===== src/rtl/mem_pkg.sv =====
// mem_pkg: shared constants, response decode and FSM states for the memory arbiter
package mem_pkg;

    localparam logic [2:0] PROT_INSTR = 3'b101;
    localparam logic [2:0] PROT_DATA  = 3'b001;

    localparam logic [1:0] RESP_OKAY   = 2'b00;
    localparam logic [1:0] RESP_EXOKAY = 2'b01;
    localparam logic [1:0] RESP_SLVERR = 2'b10;
    localparam logic [1:0] RESP_DECERR = 2'b11;

    typedef enum logic [2:0] {IDLE, RD_ADDR, RD_DATA, WR_REQ, WR_RESP} state_t;

    function automatic logic is_err(input logic [1:0] resp);
        return resp == RESP_SLVERR || resp == RESP_DECERR;
    endfunction

endpackage


===== src/rtl/mem_arbiter_if.sv =====
// mem_arbiter_if: AXI4-lite master port bundle between the arbiter and the memory fabric
interface mem_arbiter_if #(
    parameter int ADDR_W = 32,
    parameter int DATA_W = 32
);

    logic                awvalid;
    logic                awready;
    logic [ADDR_W-1:0]   awaddr;
    logic [2:0]          awprot;
    logic                wvalid;
    logic                wready;
    logic [DATA_W-1:0]   wdata;
    logic [DATA_W/8-1:0] wstrb;
    logic                bvalid;
    logic                bready;
    logic [1:0]          bresp;
    logic                arvalid;
    logic                arready;
    logic [ADDR_W-1:0]   araddr;
    logic [2:0]          arprot;
    logic                rvalid;
    logic                rready;
    logic [DATA_W-1:0]   rdata;
    logic [1:0]          rresp;

    modport master (
        output awvalid, awaddr, awprot, wvalid, wdata, wstrb, bready, arvalid, araddr, arprot, rready,
        input  awready, wready, bvalid, bresp, arready, rvalid, rdata, rresp
    );

    modport slave (
        input  awvalid, awaddr, awprot, wvalid, wdata, wstrb, bready, arvalid, araddr, arprot, rready,
        output awready, wready, bvalid, bresp, arready, rvalid, rdata, rresp
    );

endinterface


===== src/rtl/mem_arbiter_rr_arbiter2.sv =====
// rr_arbiter2: two-way round-robin grant; req[0] is fetch, req[1] is data
module rr_arbiter2 (
    input  logic       clk,
    input  logic       reset,
    input  logic [1:0] req,
    input  logic       accept,
    output logic [1:0] gnt
);

    logic last;

    // on a tie the side that did not win last time gets the grant
    always_comb begin
        gnt[1] = req[1] & (~req[0] | ~last);
        gnt[0] = req[0] & ~gnt[1];
    end

    // remember the most recent winner, starting from fetch
    always_ff @(posedge clk) begin
        if (!reset)
            last <= 1'b0;
        else if (accept)
            last <= gnt[1];
    end

endmodule


===== src/rtl/mem_arbiter.sv =====
// mem_arbiter: shares one AXI4-lite master between fetch and load/store requesters
module mem_arbiter
    import mem_pkg::*;
#(
    parameter int ADDR_W = 32,
    parameter int DATA_W = 32
) (
    input  logic                clk,
    input  logic                reset,
    input  logic                i_req_valid,
    output logic                i_req_ready,
    input  logic [ADDR_W-1:0]   i_req_addr,
    output logic                i_resp_valid,
    output logic [DATA_W-1:0]   i_resp_data,
    output logic                i_resp_err,
    input  logic                d_req_valid,
    output logic                d_req_ready,
    input  logic                d_req_write,
    input  logic [ADDR_W-1:0]   d_req_addr,
    input  logic [DATA_W-1:0]   d_req_wdata,
    input  logic [DATA_W/8-1:0] d_req_wstrb,
    output logic                d_resp_valid,
    output logic [DATA_W-1:0]   d_resp_data,
    output logic                d_resp_err,
    mem_arbiter_if.master       axi
);

    state_t              state, state_n;
    logic                aw_done, w_done, aw_done_n, w_done_n;
    logic [1:0]          gnt;
    logic                accept, done;
    logic [1:0]          resp;
    logic [ADDR_W-1:0]   addr_q;
    logic [2:0]          prot_q;
    logic [DATA_W-1:0]   wdata_q, data_q;
    logic [DATA_W/8-1:0] wstrb_q;
    logic                id_q, write_q;
    logic                arvalid_q, rready_q, awvalid_q, wvalid_q, bready_q;
    logic                i_resp_q, d_resp_q, err_q;

    rr_arbiter2 u_arb (
        .clk    (clk),
        .reset  (reset),
        .req    ({d_req_valid, i_req_valid}),
        .accept (accept),
        .gnt    (gnt)
    );

    assign i_req_ready = reset && state == IDLE && gnt[0];
    assign d_req_ready = reset && state == IDLE && gnt[1];
    assign accept      = i_req_ready || d_req_ready;
    assign done        = (state == RD_DATA && axi.rvalid) || (state == WR_RESP && axi.bvalid);
    assign resp        = write_q ? axi.bresp : axi.rresp;

    // next state and write-handshake tracking; AW and W retire independently
    always_comb begin
        state_n   = state;
        aw_done_n = aw_done;
        w_done_n  = w_done;
        case (state)
            IDLE: begin
                aw_done_n = 1'b0;
                w_done_n  = 1'b0;
                if (accept)
                    state_n = (gnt[1] && d_req_write) ? WR_REQ : RD_ADDR;
            end
            RD_ADDR: if (axi.arready) state_n = RD_DATA;
            RD_DATA: if (axi.rvalid) state_n = IDLE;
            WR_REQ: begin
                aw_done_n = aw_done | axi.awready;
                w_done_n  = w_done | axi.wready;
                if (aw_done_n && w_done_n)
                    state_n = WR_RESP;
            end
            WR_RESP: if (axi.bvalid) state_n = IDLE;
            default: state_n = IDLE;
        endcase
    end

    // state register
    always_ff @(posedge clk) begin
        if (!reset) begin
            state   <= IDLE;
            aw_done <= 1'b0;
            w_done  <= 1'b0;
        end else begin
            state   <= state_n;
            aw_done <= aw_done_n;
            w_done  <= w_done_n;
        end
    end

    // registered AXI controls, captured request and one-cycle response
    always_ff @(posedge clk) begin
        if (!reset) begin
            arvalid_q <= 1'b0;
            rready_q  <= 1'b0;
            awvalid_q <= 1'b0;
            wvalid_q  <= 1'b0;
            bready_q  <= 1'b0;
            i_resp_q  <= 1'b0;
            d_resp_q  <= 1'b0;
            err_q     <= 1'b0;
            data_q    <= '0;
            addr_q    <= '0;
            prot_q    <= '0;
            wdata_q   <= '0;
            wstrb_q   <= '0;
            id_q      <= 1'b0;
            write_q   <= 1'b0;
        end else begin
            arvalid_q <= state_n == RD_ADDR;
            rready_q  <= state_n == RD_DATA;
            awvalid_q <= state_n == WR_REQ && !aw_done_n;
            wvalid_q  <= state_n == WR_REQ && !w_done_n;
            bready_q  <= state_n == WR_RESP;
            i_resp_q  <= done && !id_q;
            d_resp_q  <= done && id_q;
            if (accept) begin
                addr_q  <= gnt[1] ? d_req_addr : i_req_addr;
                prot_q  <= gnt[1] ? PROT_DATA : PROT_INSTR;
                wdata_q <= d_req_wdata;
                wstrb_q <= d_req_wstrb;
                id_q    <= gnt[1];
                write_q <= gnt[1] && d_req_write;
            end
            if (done) begin
                err_q  <= is_err(resp);
                data_q <= (write_q || is_err(resp)) ? '0 : axi.rdata;
            end
        end
    end

    assign axi.arvalid = arvalid_q;
    assign axi.araddr  = addr_q;
    assign axi.arprot  = prot_q;
    assign axi.rready  = rready_q;
    assign axi.awvalid = awvalid_q;
    assign axi.awaddr  = addr_q;
    assign axi.awprot  = prot_q;
    assign axi.wvalid  = wvalid_q;
    assign axi.wdata   = wdata_q;
    assign axi.wstrb   = wstrb_q;
    assign axi.bready  = bready_q;

    assign i_resp_valid = i_resp_q;
    assign i_resp_data  = data_q;
    assign i_resp_err   = err_q;
    assign d_resp_valid = d_resp_q;
    assign d_resp_data  = data_q;
    assign d_resp_err   = err_q;

endmodule


===== src/flat_wrapper.sv =====
// flat-port wrapper written by rule: the top's interface ports become plain ports
module mem_arbiter_flat import mem_pkg::*;
#(
    parameter int ADDR_W = 32,
    parameter int DATA_W = 32
)
  (clk, reset, i_req_valid, i_req_ready, i_req_addr, i_resp_valid, i_resp_data, i_resp_err, d_req_valid, d_req_ready, d_req_write, d_req_addr, d_req_wdata, d_req_wstrb, d_resp_valid, d_resp_data, d_resp_err, axi_awvalid, axi_awaddr, axi_awprot, axi_wvalid, axi_wdata, axi_wstrb, axi_bready, axi_arvalid, axi_araddr, axi_arprot, axi_rready, axi_awready, axi_wready, axi_bvalid, axi_bresp, axi_arready, axi_rvalid, axi_rdata, axi_rresp);
  mem_arbiter_if #(.ADDR_W(ADDR_W), .DATA_W(DATA_W)) axi_i ();
  input  logic clk;
  input  logic reset;
  input  logic i_req_valid;
  output logic i_req_ready;
  input  logic [ADDR_W-1:0] i_req_addr;
  output logic i_resp_valid;
  output logic [DATA_W-1:0] i_resp_data;
  output logic i_resp_err;
  input  logic d_req_valid;
  output logic d_req_ready;
  input  logic d_req_write;
  input  logic [ADDR_W-1:0] d_req_addr;
  input  logic [DATA_W-1:0] d_req_wdata;
  input  logic [DATA_W/8-1:0] d_req_wstrb;
  output logic d_resp_valid;
  output logic [DATA_W-1:0] d_resp_data;
  output logic d_resp_err;
  output wire logic [$bits(axi_i.awvalid)-1:0] axi_awvalid;
  output wire logic [$bits(axi_i.awaddr)-1:0] axi_awaddr;
  output wire logic [$bits(axi_i.awprot)-1:0] axi_awprot;
  output wire logic [$bits(axi_i.wvalid)-1:0] axi_wvalid;
  output wire logic [$bits(axi_i.wdata)-1:0] axi_wdata;
  output wire logic [$bits(axi_i.wstrb)-1:0] axi_wstrb;
  output wire logic [$bits(axi_i.bready)-1:0] axi_bready;
  output wire logic [$bits(axi_i.arvalid)-1:0] axi_arvalid;
  output wire logic [$bits(axi_i.araddr)-1:0] axi_araddr;
  output wire logic [$bits(axi_i.arprot)-1:0] axi_arprot;
  output wire logic [$bits(axi_i.rready)-1:0] axi_rready;
  input wire logic [$bits(axi_i.awready)-1:0] axi_awready;
  input wire logic [$bits(axi_i.wready)-1:0] axi_wready;
  input wire logic [$bits(axi_i.bvalid)-1:0] axi_bvalid;
  input wire logic [$bits(axi_i.bresp)-1:0] axi_bresp;
  input wire logic [$bits(axi_i.arready)-1:0] axi_arready;
  input wire logic [$bits(axi_i.rvalid)-1:0] axi_rvalid;
  input wire logic [$bits(axi_i.rdata)-1:0] axi_rdata;
  input wire logic [$bits(axi_i.rresp)-1:0] axi_rresp;
  assign axi_awvalid = axi_i.awvalid;
  assign axi_awaddr = axi_i.awaddr;
  assign axi_awprot = axi_i.awprot;
  assign axi_wvalid = axi_i.wvalid;
  assign axi_wdata = axi_i.wdata;
  assign axi_wstrb = axi_i.wstrb;
  assign axi_bready = axi_i.bready;
  assign axi_arvalid = axi_i.arvalid;
  assign axi_araddr = axi_i.araddr;
  assign axi_arprot = axi_i.arprot;
  assign axi_rready = axi_i.rready;
  assign axi_i.awready = axi_awready;
  assign axi_i.wready = axi_wready;
  assign axi_i.bvalid = axi_bvalid;
  assign axi_i.bresp = axi_bresp;
  assign axi_i.arready = axi_arready;
  assign axi_i.rvalid = axi_rvalid;
  assign axi_i.rdata = axi_rdata;
  assign axi_i.rresp = axi_rresp;
  mem_arbiter #(.ADDR_W(ADDR_W), .DATA_W(DATA_W)) u_core (.clk(clk), .reset(reset), .i_req_valid(i_req_valid), .i_req_ready(i_req_ready), .i_req_addr(i_req_addr), .i_resp_valid(i_resp_valid), .i_resp_data(i_resp_data), .i_resp_err(i_resp_err), .d_req_valid(d_req_valid), .d_req_ready(d_req_ready), .d_req_write(d_req_write), .d_req_addr(d_req_addr), .d_req_wdata(d_req_wdata), .d_req_wstrb(d_req_wstrb), .d_resp_valid(d_resp_valid), .d_resp_data(d_resp_data), .d_resp_err(d_resp_err), .axi(axi_i));
endmodule

===== config.mk =====
export PLATFORM = sky130hd
export DESIGN_NAME = mem_arbiter_flat
export DESIGN_NICKNAME = d
export VERILOG_FILES = /design/src/rtl/mem_pkg.sv /design/src/rtl/mem_arbiter_if.sv /design/src/rtl/mem_arbiter_rr_arbiter2.sv /design/src/rtl/mem_arbiter.sv /design/src/flat_wrapper.sv
export SDC_FILE = /design/constraint.sdc
export NUM_CORES = 1
export LEC_CHECK = 0
export ABC_AREA = 1
export CAP_MARGIN = 25
export CORE_AREA = 2 2 128 130
export CTS_CLUSTER_DIAMETER = 100
export CTS_CLUSTER_SIZE = 20
export DETAILED_ROUTE_END_ITERATION = 10
export DIE_AREA = 0 0 130 132
export GPL_TIMING_DRIVEN = 1
export PLACE_DENSITY = 0.73
export SYNTH_ARGS = -nofsm -noshare
export SYNTH_HDL_FRONTEND = slang
export SYNTH_SLANG_ARGS = --single-unit
export TNS_END_PERCENT = 50

===== constraint.sdc =====
create_clock -name clk -period 2.47 [get_ports clk]
set_input_delay 0.494 -clock clk [delete_from_list [all_inputs] [get_ports clk]]
set_output_delay 0.494 -clock clk [all_outputs]
set_load 0.01 [all_outputs]

Run 1, placed standard cells:
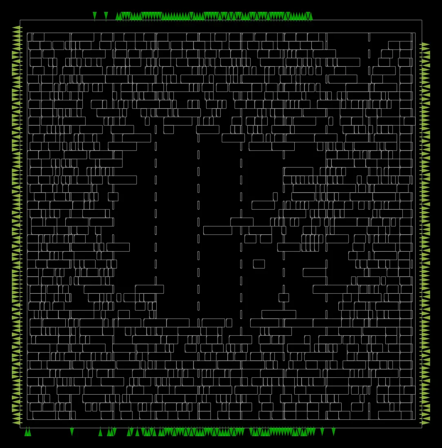
Tap Cells: 216
final std cells w/o fill: 1184
Core Area: 15700 um2
sequential fraction of total cell area: 27.2%

Run 1, the metal 3 layer:
The bar under the picture is 50 um long.
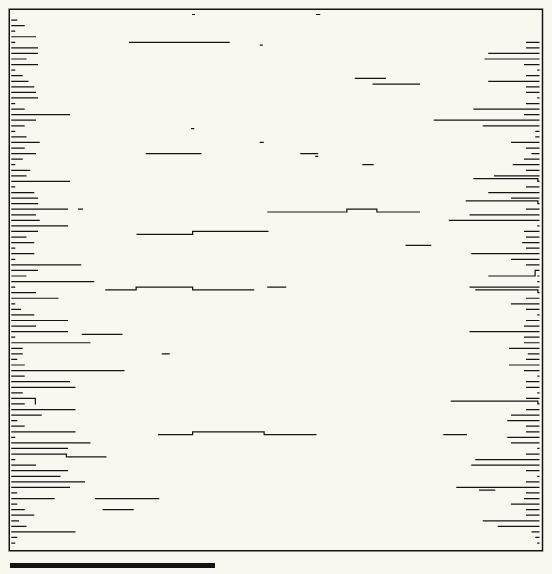
- longest straight run: 27.4 um
- share of all routed wire: 9.1%
- nets with wire on the layer: 197

==> results.yml, run 1 <==
# flow metrics
synth:
  yosysWarnings: 0
  netlist_instances: 706
  async_reset_ff_share_pct: 0
  ys_types: 24
  edf_count: 0
  syn_avg_cell_area_um2: 7.17
  ys_seq_share_pct: 46.3
  yosysTopAreaCell: "dfxtp_1"
  most_common_cell: "nand2_1"
  area_leaders: "dfxtp_1 46%, nand2_1 18%, buf_4 10%, nor2_1 7.1%, o22ai_1 4.2%"
  yosysChipArea_um2: 5060
  yosys_most_used_dff: "dfxtp_1"
  yosysCellCount: 706
  synth.top_cell.area_share_pct: 46.3
  synth_flops: 117
  common_cells: "243 x nand2_1, 117 x dfxtp_1, 96 x nor2_1"
  synth_area_um2: 5060
global_routing:
  grt_max_degree: 76
  grt_overflow: 0
  grt_pass1_vias: 4928
  grtUsageTotal_pct: 18.4
  grt_first_pass_wirelength_um: 24900
  antenna_found_initial: 0
outcome:
  status: "complete, no violations"
pwr:
  power.total_mw: 5.56
  p_leak_nw: 3.47
  p_per_area_nw_per_um2: 646
  vdd_drop_max_uv: 425
place:
  portBuffers: 322
  gp_congestion: 0.756
  post-dp-hpwl_um: 11600
  dp_cells: 1152
  place_area_um2: 8040
timing:
  worstMarginPinSlew_ns: 0.730
  whs_ns: 0.478
  tns_ns: 0
  clock_skew_ns: 0.00855
  setup_violations: 0
  post-route-period-util_pct: 93.3
  min_period_ns: 2.31
  maxSlewViolCount: 0
  fmax_mhz: 434
  max_slew_margin_pct: 51.3
  finalHoldViolCount: 0
  rsz0062_at_grt: "no"
clocking:
  cts_buffer_depth: 2
  post_cts_buffers: 0
  clock_latency_ns: 0.41
  cts_buffers: 17
  clock-sinks: 117
  htreeDepth: 4
  cts_tree: "done"
  clk_pin_slew_ns: 0.06
  root_buffer: "clkbuf_16"
critical_path:
  rr_endpoint: "u_core.axi.araddr[30]"
  rrSetupSlack_ns: 0.80
  reg2regPathDepth: 8
  critPathKind: "input pin to output pin"
  start_kind: "input pin"
  r2r_start: "u_core.id_q"
  cp_cell_sequence: "clkdlybuf4s50_1 -> nand2_1 -> nand2_2 -> inv_2 -> nor3_1 -> buf_4 -> dlygate4sd2_1"
  crit_path_max_fanout: 3
  cp.arrival_ns: 1.81
  crit_path_end_kind: "output pin"
  slowest_delay_ns: 0.51
  crit_required_ns: 1.98
  critPathSlowestCell: "clkdlybuf4s50_1"
route:
  firstDrtPassIters: 5
  drcViolationCount: 0
  wl_um: 16100
  via_per_inst: 4.42
  postRouteAntennaNets: 0
  routedWlPerCell_um: 13.6
  num_vias: 5229
  drtIter0Drc: 184
job:
  warnings: 28
  max_cap_violations: 0
cells_and_area:
  syn_to_final_growth_pct: 70.0
  drive_gt1_share_pct: 5.68
  stdcell_area_um2: 8600
  final_nets: 1101
  antenna_cells: 0
min_path:
  min_path_cells: 2
  worstHoldStart: "u_core.axi.araddr[15]"
  min_to: "u_core.axi.araddr[15]"
  hold_class: "register to register"
die:
  die_h_um: 132
  io_pins: 327
  die_w_um: 130
  std_cell_rows: 46
  fp_util_pct: 32.2
  chip_area_um2: 17200
Run 1, gate-type map:
The bar under the picture is 50 um long.
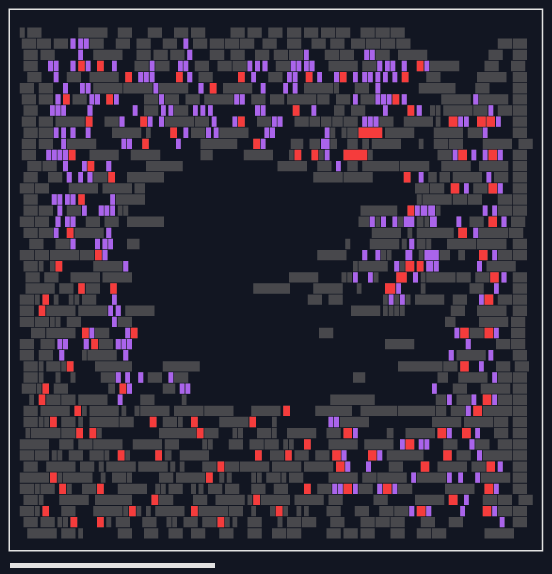
- inverting AOI/OAI gates: red (cells 111; where spread over the die)
- NAND gates: purple (cells 251; where spread over the die)
combinational share of cell area: 23.0%
Top cell excl fill/tap: clkdlybuf4s50_1

==> run 1: layout make-up <==
type | instances | area (um2)
clock buffers | 19 | 433
clock inverters | 13 | 135
fillers | 1485 | 7110
inverters | 17 | 63.8
multi-input cells | 463 | 1980
flip-flops and latches | 117 | 2340
well taps | 216 | 270
repair buffers | 339 | 3380
==> run 1: through the flow <==
step           worst slack, ns  utilization [%]
2_1_floorplan            0.842                -
3_3_place_gp           -0.0889             51.2
3_5_place_dp           -0.0894             51.2
4_1_cts                  0.160             54.8
5_1_grt                  0.107             54.8
6_report                 0.164             54.8
==> run 1: repair_timing <==
action,in CTS,in global routing
gates resized,2,0
hold buffers,0,0
endpoints found under the hold margin,0,0
endpoints found under the setup margin,2,0
==> run 1: power by group <==
group / switching, mW / total, mW / internal [mW]
logic: 0.485 / 1.10 / 0.611
registers: 0.0850 / 2.10 / 2.01
clock network: 0.883 / 2.36 / 1.48
==> run 1: metal layers <==
layer | vias up | track usage, % | share of wire, %
met2 | 223 | 32.2 | 50
met1 | 2324 | 20.4 | 40
met3 | 17 | 7.10 | 9.1
li1 | 2665 | - | -
met5 | - | 0 | 0
met4 | 0 | 5.73 | 1.3
==> run 1: state kept, by name, indices dropped and copies added (netlist names), 2 cells and up <==
register and flops:
u_core.state 3, u_core.axi.wstrb 4, u_core.axi.araddr 32, u_core.axi.wdata 32
u_core.axi.arprot 2, u_core.d_resp_data 32
==> run 1: logic make-up after synthesis <==
family | count (synthesis) | share of synthesized area, %
compound gates | 111 | 12.1
flops | 117 | 46.3
mux | 1 | 0.198
simple gates | 349 | 26.3
other cells | 1 | 0.0741
buf+inv | 127 | 15.1
==> run 1: layout by cell type (no fill, tap or decap), types with 3 or more instances in the layout <==
cell type and count:
a21oi_1 34, inv_1 16, clkdlybuf4s50_1 319, clkinv_4 4, nor2_1 95, clkinv_2 5
o22ai_1 34, nand2_1 243, buf_4 14, buf_12 3, clkbuf_16 17, o21ai_0 39
nand3_1 5, dfxtp_1 117
==> run 1: critical path: cells and delay by family <==
kind | cells | cell delay (ns)
and+or+nand+nor | 3 | 0.34
buffers and inverters | 4 | 0.98
==> run 1: worst max-delay path by stage <==
stage,from,to,depth (start not counted)
floorplan,i_req_valid,i_req_ready,4
global placement,i_req_valid,i_req_ready,7
detailed placement,i_req_valid,i_req_ready,7
CTS,i_req_valid,i_req_ready,7
global route,i_req_valid,i_req_ready,7
finish,i_req_valid,i_req_ready,7
==> run 1 -> run 2 <==
--- a/config.mk
+++ b/config.mk
@@ -14,6 +14,7 @@
 export DIE_AREA = 0 0 130 132
 export GPL_TIMING_DRIVEN = 1
 export PLACE_DENSITY = 0.73
+export REMOVE_ABC_BUFFERS = 1
 export SYNTH_ARGS = -nofsm -noshare
 export SYNTH_HDL_FRONTEND = slang
 export SYNTH_SLANG_ARGS = --single-unit
Run 2, placed standard cells:
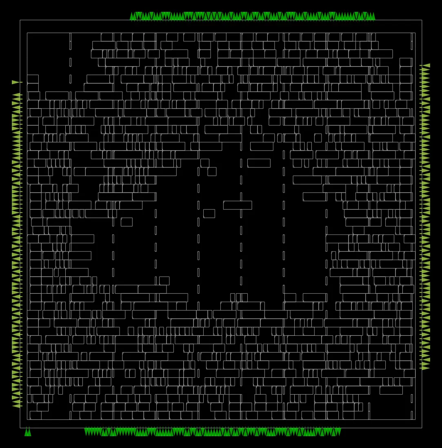
Finished Core Util: 55.5%
row cnt: 46
Filler Cell Count: 1487

Run 2, the metal 3 layer:
The bar under the picture is 50 um long.
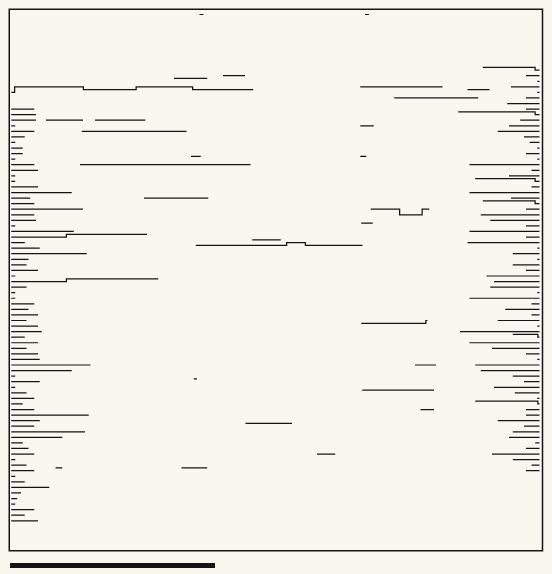
- longest straight run: 41.4 um
- share of all routed wire: 8.2%
- wire length on this layer: 1340 um
- nets with wire on the layer: 159
- main direction: horizontal

Run 2, gate-type map:
The bar under the picture is 50 um long.
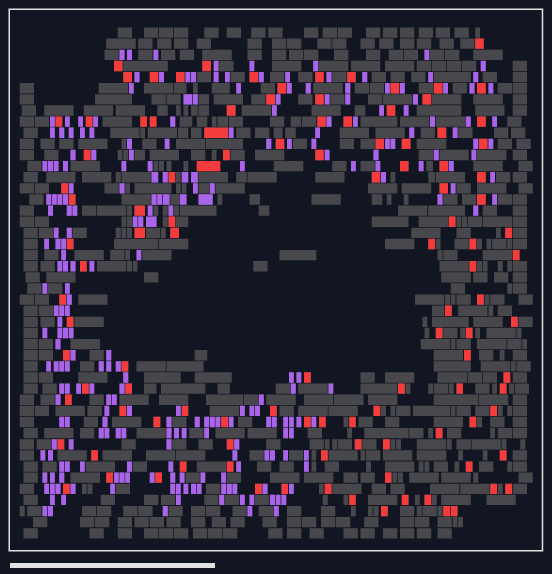
- inverting AOI/OAI gates: red (cells 111; where spread over the die)
- NAND gates: purple (cells 251; where spread over the die)
combinational share of cell area: 22.7%

==> run 2 against run 1 <==
Effect of this change:
- clock-buffer cell count down 2
- register-to-register slack worse by 0.07 ns
- cell count unchanged
- hold slack better by 0.00094 ns
- final area up 1.3%
- global-route usage up 0.23 points
- critical endpoint unchanged
==> results.yml, run 2 <==
# flow metrics
pwr:
  p_switching_mw: 1.49
  netSwitchingFraction_pct: 24.8
  clockPowerShare_pct: 46.9
  p_leak_nw: 3.53
  p_per_area_nw_per_um2: 690
  vdd_drop_max_uv: 468
  power.total_mw: 6.02
  pwr-share-seq_pct: 34.9
  internal-power_mw: 4.52
  combPwrFrac_pct: 18.2
cells_and_area:
  register_area_um2: 2340
  final_nets: 1101
  antenna_cells: 0
  logic_area_um2: 1980
  lay_top_count: "clkdlybuf4s50_1"
  syn_to_final_growth_pct: 72.2
  drive_gt1_share_pct: 5.89
  lay_top_cells: "319 x clkdlybuf4s50_1, 243 x nand2_1, 117 x dfxtp_1, 95 x nor2_1, 39 x o21ai_0"
critical_path:
  crit_required_ns: 1.98
  start_kind: "input pin"
  reg2regPathDepth: 8
  rrSetupSlack_ns: 0.73
  crit_path_max_fanout: 3
  cp.arrival_ns: 1.76
  crit_path_end_kind: "output pin"
  critPathKind: "input pin to output pin"
  r2r_start: "u_core.id_q"
  rr_endpoint: "u_core.write_q"
clocking:
  cts_tree: "done"
  htreeDepth: 4
  cts_buffers: 17
  clock-sinks: 117
  clock_latency_ns: 0.41
  root_buffer: "clkbuf_16"
  cts_buffer_depth: 2
synth:
  synth_area_um2: 5060
  synth.top_cell.area_share_pct: 46.3
  ys_sh_xor_pct: 0
  syn_avg_cell_area_um2: 7.17
  yosys.area_share.aoi_pct: 12.1
  edf_count: 0
  area_leaders: "dfxtp_1 46%, nand2_1 18%, buf_4 10%, nor2_1 7.1%, o22ai_1 4.2%"
  synth_flops: 117
  adder_share_pct: 0
  synth-simple-area-share_pct: 26.3
  ys_types: 24
  synth.area.mux_share_pct: 0.198
  yosysCellCount: 706
  yosys_most_used_dff: "dfxtp_1"
  yosysWarnings: 0
  most_common_cell: "nand2_1"
  common_cells: "243 x nand2_1, 117 x dfxtp_1, 96 x nor2_1"
  ys_seq_share_pct: 46.3
  yosysChipArea_um2: 5060
  async_reset_ff_share_pct: 0
  logic_family: "simple AND/OR/NAND/NOR gates"
  yosysTopAreaCell: "dfxtp_1"
route:
  via_per_inst: 4.38
  wl_um: 16500
  drtIter0Drc: 246
  drcViolationCount: 0
  postRouteAntennaNets: 0
  routedWlPerCell_um: 13.9
  num_vias: 5187
  firstDrtPassIters: 4
timing:
  setup_violations: 0
  maxSlewViolCount: 0
  rsz0062_at_grt: "no"
  worstMarginPinSlew_ns: 0.706
  tns_ns: 0
  fmax_mhz: 444
  post-route-period-util_pct: 91.2
  min_period_ns: 2.25
  max_slew_margin_pct: 52.9
  clock_skew_ns: 0.00413
  finalHoldViolCount: 0
min_path:
  min_path_cells: 2
  worstHoldStart: "u_core.axi.araddr[7]"
  min_to: "u_core.axi.araddr[7]"
  hold_class: "register to register"
die:
  core_um2: 15700
  io_pins: 327
  chip_area_um2: 17200
  fp_util_pct: 32.2
  die_w_um: 130
  die_h_um: 132
place:
  post-dp-hpwl_um: 12000
  gp_congestion: 0.801
  portBuffers: 322
global_routing:
  grt_first_pass_wirelength_um: 25100
  grtUsageTotal_pct: 18.6
  grt_pass1_vias: 4896
  grt_max_degree: 74
  grt_overflow: 0
job:
  max_cap_violations: 0
  warnings: 27
outcome:
  status: "complete, no violations"
==> run 2: cell types whose count changed in the layout (fill, tap and decap cells not counted) <==
cell,change
dlymetal6s2s_1,+1
clkinv_2,-4
clkbuf_1,-2
dlygate4sd2_1,-1
clkinv_4,+1
inv_6,+1
bufinv_16,+4
==> run 2: power groups by stage <==
stage | registers [mW] | clock network [mW] | logic (mW)
2_1_floorplan | 2.20 | 0 | 0.311
3_3_place_gp | 2.14 | 0 | 1.09
3_5_place_dp | 2.14 | 0 | 1.10
4_1_cts | 2.10 | 2.88 | 1.11
5_1_grt | 2.11 | 2.97 | 1.20
6_report | 2.10 | 2.82 | 1.10
==> run 2: timing repair <==
item,4_1_cts,5_1_grt
gates resized,1,1
setup buffers,0,0
endpoints found under the setup margin,1,1
hold buffers,0,0
==> run 2: routing by layer <==
| metal | vias to the layer above | share of wire [%] | global-route usage [%] |
|---|---|---|---|
| met1 | 2302 | 40 | 21.1 |
| met4 | 0 | 1.3 | 5.73 |
| met3 | 18 | 8.2 | 5.93 |
| met5 | - | 0 | 0 |
| li1 | 2671 | - | - |
| met2 | 196 | 51 | 33.0 |
==> run 2: how the worst max path moves through the flow <==
stage                               endpoint  cells after the start   startpoint  slack, ns
after global placement           i_req_ready                      6  i_req_valid      -0.04
after global routing             i_req_ready                      6  i_req_valid       0.16
after detailed placement         i_req_ready                      6  i_req_valid      -0.05
after CTS                        d_req_ready                      6  i_req_valid       0.02
after floorplan           u_core.axi.arvalid                      7  i_req_valid      -0.64
final                            i_req_ready                      6  i_req_valid       0.22
==> run 2: cell families after synthesis <==
| logic type | Yosys count |
|---|---|
| and+or+nand+nor | 349 |
| buffers and inverters | 127 |
| other | 1 |
| DFF | 117 |
| AOI/OAI and AO/OA | 111 |
| muxes | 1 |
==> run 2: worst max-delay path: stages <==
cell and delay (ns):
clkdlybuf4s50_1 0.50, nand2_1 0.07, nand2_2 0.09, inv_2 0.04, nor3_1 0.23, dlygate4sd2_1 0.32
==> run 2: layout make-up <==
type	count	area share [%]
Inverter	17	0.732
Clock buffer	17	4.88
Sequential cell	117	26.9
Timing Repair Buffer	339	38.8
Clock inverter	15	2.90
Tap cell	216	3.10
Multi-Input combinational cell	463	22.7
==> run 2: per-stage QoR <==
step                hold WS, ns  setup slack [ns]  cell area [um2]  std cells  util, %
floorplan                 0.426            -0.639             4370        597        -
global placement          0.469           -0.0403             8040       1152     51.2
detailed placement        0.473           -0.0523             8040       1152     51.2
CTS                       0.482            0.0172             8710       1184     55.5
global route              0.510             0.163             8720       1184     55.5
finish                    0.479             0.217             8720       1184     55.5
No activity file was given, so power comes from the tool's default toggle rates.
